==> config.mk <==
export PLATFORM = sky130hd
export DESIGN_NAME = dir_scancode_encoder
export DESIGN_NICKNAME = d
export VERILOG_FILES = /design/src/rtl/dir_scancode_encoder.sv
export SDC_FILE = /design/constraint.sdc
export NUM_CORES = 1
export LEC_CHECK = 0
export CAP_MARGIN = 10
export CELL_PAD_IN_SITES_DETAIL_PLACEMENT = 0
export CELL_PAD_IN_SITES_GLOBAL_PLACEMENT = 1
export CORE_ASPECT_RATIO = 0.75
export CORE_UTILIZATION = 32
export CTS_CLUSTER_DIAMETER = 80
export CTS_CLUSTER_SIZE = 8
export DETAILED_ROUTE_END_ITERATION = 10
export PLACE_DENSITY = 0.73
export SYNTH_ARGS = -nofsm -noshare
export SYNTH_HDL_FRONTEND = slang
export SYNTH_SLANG_ARGS = --single-unit
==> constraint.sdc <==
create_clock -name clk -period 5.3 [get_ports clk]
set_clock_uncertainty 0.15 [all_clocks]
set_input_delay 1.06 -clock clk [delete_from_list [all_inputs] [get_ports clk]]
set_output_delay 1.06 -clock clk [all_outputs]
set_load 0.03 [all_outputs]
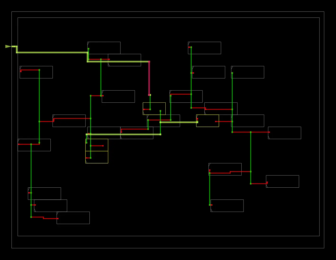
(run_1/clock_nets.png)
Num CTS Buffers: 3
clock buf count: 4
registers: 22
clock network power: 119 uW
clock tree sinks: 22

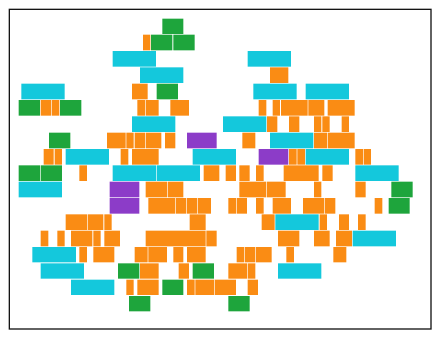
(run_1/class_map.png)
Drawn at 6 px/um.
color	class	cells
orange	remaining logic cells	97
green	remaining buffers and delay cells	16
cyan	registers	22
purple	clock drivers and dummy loads	4
core area: 3310 sq um
row cnt: 18
fraction of area in registers: 0.328
Core Util, Final: 0.406
Final Cell Area: 1340 sq um

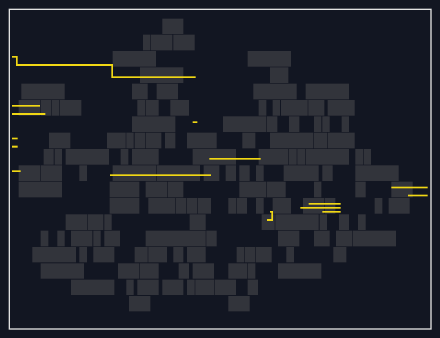
(run_1/m3.png)
Drawn at 6 px/um.
main direction	horizontal
nets with wire on the layer	13
wire length on this layer	96.3 um
share of all routed wire	4.3%
longest straight run	16.6 um
DR vias: 901
met3 GRT Util: 0.0457
final wirelength: 2.26 mm

==> flow_summary.yaml, run 1 <==
# synthesis and place-and-route metrics
drt:
  first_iter_violations: 78
  dr.pass1.iters: 4
  met3RoutedLength_um: 96
  met1_length_mm: 1.16
  drt_drc_violations_left: 0
timing:
  finalCriticalPeriod_ns: 3.01
  slew_headroom: 0.567
  fin_worst_hold_slack_ns: 0.313
worst_setup_path:
  end_kind: "primary output"
  worstPathMaxFanout: 11
  reg2regPathDepth: 5
  r2r_slack_ns: 3.17
  cp_slowest_stage_delay_ns: 0.71
floorplan:
  ios: 17
  fp_util: 0.336
  nWellTaps: 40
power_and_ir_drop:
  p_switching_uw: 118
  comb_cell_power_uw: 90.4
  power.density_nw_per_um2: 296
run_status:
  outcome: "complete, no violations"
final_layout:
  final-comb-area_sq_um: 603
  fill_cells: 331
  largest_reg_flops: 7
worst_hold_path:
  hp-class: "reg2reg"
  worstHoldPathCells: 1
clock_network:
  cts.htree.levels: 1
  cts_tree: "yes"
placement:
  dp_slack_ns: 2.26
global_route:
  antenna_found_initial: 0
==> run_1/sizing.png <==
Drawn at 4 px/um.
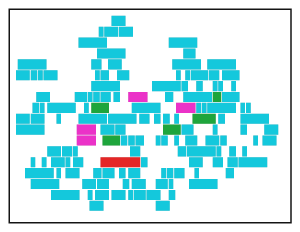

==> run 1 -> run 2 <==
==> constraint.sdc (replaced) <==
create_clock -name clk -period 2.85 [get_ports clk]
set_clock_uncertainty 0.15 [all_clocks]
set_input_delay 0.57 -clock clk [delete_from_list [all_inputs] [get_ports clk]]
set_output_delay 0.57 -clock clk [all_outputs]
set_load 0.03 [all_outputs]
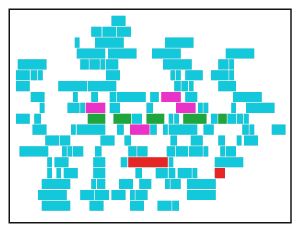
(run_2/sizing.png)
Drawn at 4 px/um.
color	size	cells	share
red	x3 and x4	2	1.4%
cyan	x1 and smaller	129	92%
green	x2	5	3.6%
magenta	x6 and larger	4	2.9%
Final Cell Area: 1350 sq um
layout overhead on the synthesized area: 21.5%

==> run 2 against run 1 <==
Cell count increased by 0.56%. Largest power group unchanged. Clock power up 88%. Die area unchanged. Sequential share of layout area is 0.18 points lower. Wire length up 2.7%. Via count did not move. Core utilization rose by 0.23 points.
==> flow_summary.yaml, run 2 <==
# synthesis and place-and-route metrics
power_and_ir_drop:
  comb_cell_power_uw: 169
  power.density_nw_per_um2: 550
clock_network:
  clock_sinks: 22
  numCtsBuffers: 3
drt:
  dr.pass1.iters: 4
  routed_wl_mm: 2.32
  met3RoutedLength_um: 85
  drt_drc_violations_left: 0
  met1_length_mm: 1.22
final_layout:
  fill_cells: 333
  largest_reg_flops: 7
  seq_cells: 22
  final-comb-area_sq_um: 603
timing:
  fin_worst_hold_slack_ns: 0.311
  finalCriticalPeriod_ns: 2.52
  slew_headroom: 0.655
worst_hold_path:
  worstHoldPathCells: 1
worst_setup_path:
  end_kind: "primary output"
run_status:
  outcome: "complete, no violations"
global_route:
  met3_usage: 0.0419
floorplan:
  fp-row-count: 18
  fp_util: 0.336
  ios: 17
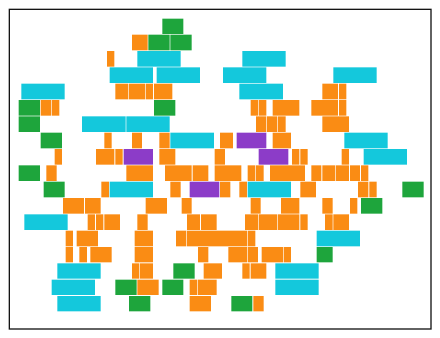
(run_2/class_map.png)
Drawn at 6 px/um.
color	class	cells
cyan	registers	22
purple	clock drivers and dummy loads	4
orange	remaining logic cells	97
green	remaining buffers and delay cells	17
fraction of area in registers: 0.326
Core Util, Final: 0.408

==> run_2/route_heat.png <==
Drawn at 6 px/um. The die is cut into 14 by 11 equal tiles; dark purple is low, yellow is high, scaled to the fullest tile. Values are wire area over tile area, all layers added.
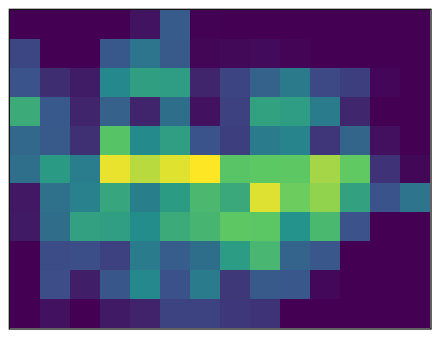

==> run 2 -> run 3 <==
--- a/config.mk
+++ b/config.mk
@@ -8,12 +8,13 @@
 export CAP_MARGIN = 10
 export CELL_PAD_IN_SITES_DETAIL_PLACEMENT = 0
 export CELL_PAD_IN_SITES_GLOBAL_PLACEMENT = 1
-export CORE_ASPECT_RATIO = 0.75
+export CORE_ASPECT_RATIO = 0.7
 export CORE_UTILIZATION = 32
 export CTS_CLUSTER_DIAMETER = 80
 export CTS_CLUSTER_SIZE = 8
 export DETAILED_ROUTE_END_ITERATION = 10
 export PLACE_DENSITY = 0.73
+export SLEW_MARGIN = 40
 export SYNTH_ARGS = -nofsm -noshare
 export SYNTH_HDL_FRONTEND = slang
 export SYNTH_SLANG_ARGS = --single-unit
==> constraint.sdc (replaced) <==
create_clock -name clk -period 2.85 [get_ports clk]
set_clock_uncertainty 0.15 [all_clocks]
set_input_delay 0.4275 -clock clk [delete_from_list [all_inputs] [get_ports clk]]
set_output_delay 0.4275 -clock clk [all_outputs]
set_load 0.03 [all_outputs]
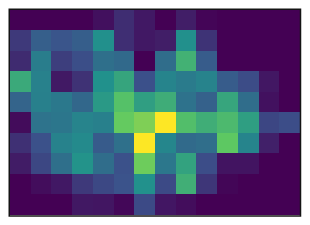
(run_3/route_heat.png)
Drawn at 4 px/um. The die is cut into 14 by 10 equal tiles; dark purple is low, yellow is high, scaled to the fullest tile. Values are wire area over tile area, all layers added.
fullest tile	0.37
mean over tiles	0.092
emptiest ninth of the die	upper right
densest ninth of the die	center
Total GRT Usage: 0.139
DR vias: 889
per-cell routed wire length: 11.9 um
final wirelength: 2.23 mm

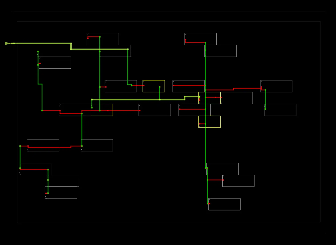
(run_3/clock_nets.png)
clk ins delay skew pair: 0.26 ns
clock network power: 219 uW

==> run 3 against run 2 <==
Clock power fell by 2%. Die area barely moved. Critical path depth did not move. Largest cell class unchanged.
==> flow_summary.yaml, run 3 <==
# synthesis and place-and-route metrics
clock_network:
  clock_sinks: 22
  numCtsBuffers: 3
  cts_tree: "yes"
drt:
  met1_length_mm: 1.16
  met3RoutedLength_um: 90
  dr.pass1.iters: 4
worst_hold_path:
  hp-class: "reg2reg"
  worstHoldPathCells: 2
final_layout:
  seq_cells: 22
  clock_buffers: 4
  fill_cells: 331
  seq_share: 0.324
  final-comb-area_sq_um: 603
  stdcell_area_sq_um: 1360
  largest_reg_flops: 7
  syn_to_final_growth_pct: 22.3
  fin_util: 0.420
worst_setup_path:
  worstPathMaxFanout: 11
  reg2regPathDepth: 5
  end_kind: "primary output"
  cp_slowest_stage_delay_ns: 0.73
  r2r_slack_ns: 0.66
power_and_ir_drop:
  comb_cell_power_uw: 171
floorplan:
  core_area_sq_um: 3230
  fp-row-count: 17
  fp_util: 0.344
timing:
  finalCriticalPeriod_ns: 2.42
  fin_worst_hold_slack_ns: 0.310
global_route:
  met3_usage: 0.0513
  antenna_found_initial: 0
placement:
  dp_slack_ns: 0.424
run_status:
  outcome: "complete, no violations"
No activity file was given, so power comes from the tool's default toggle rates.
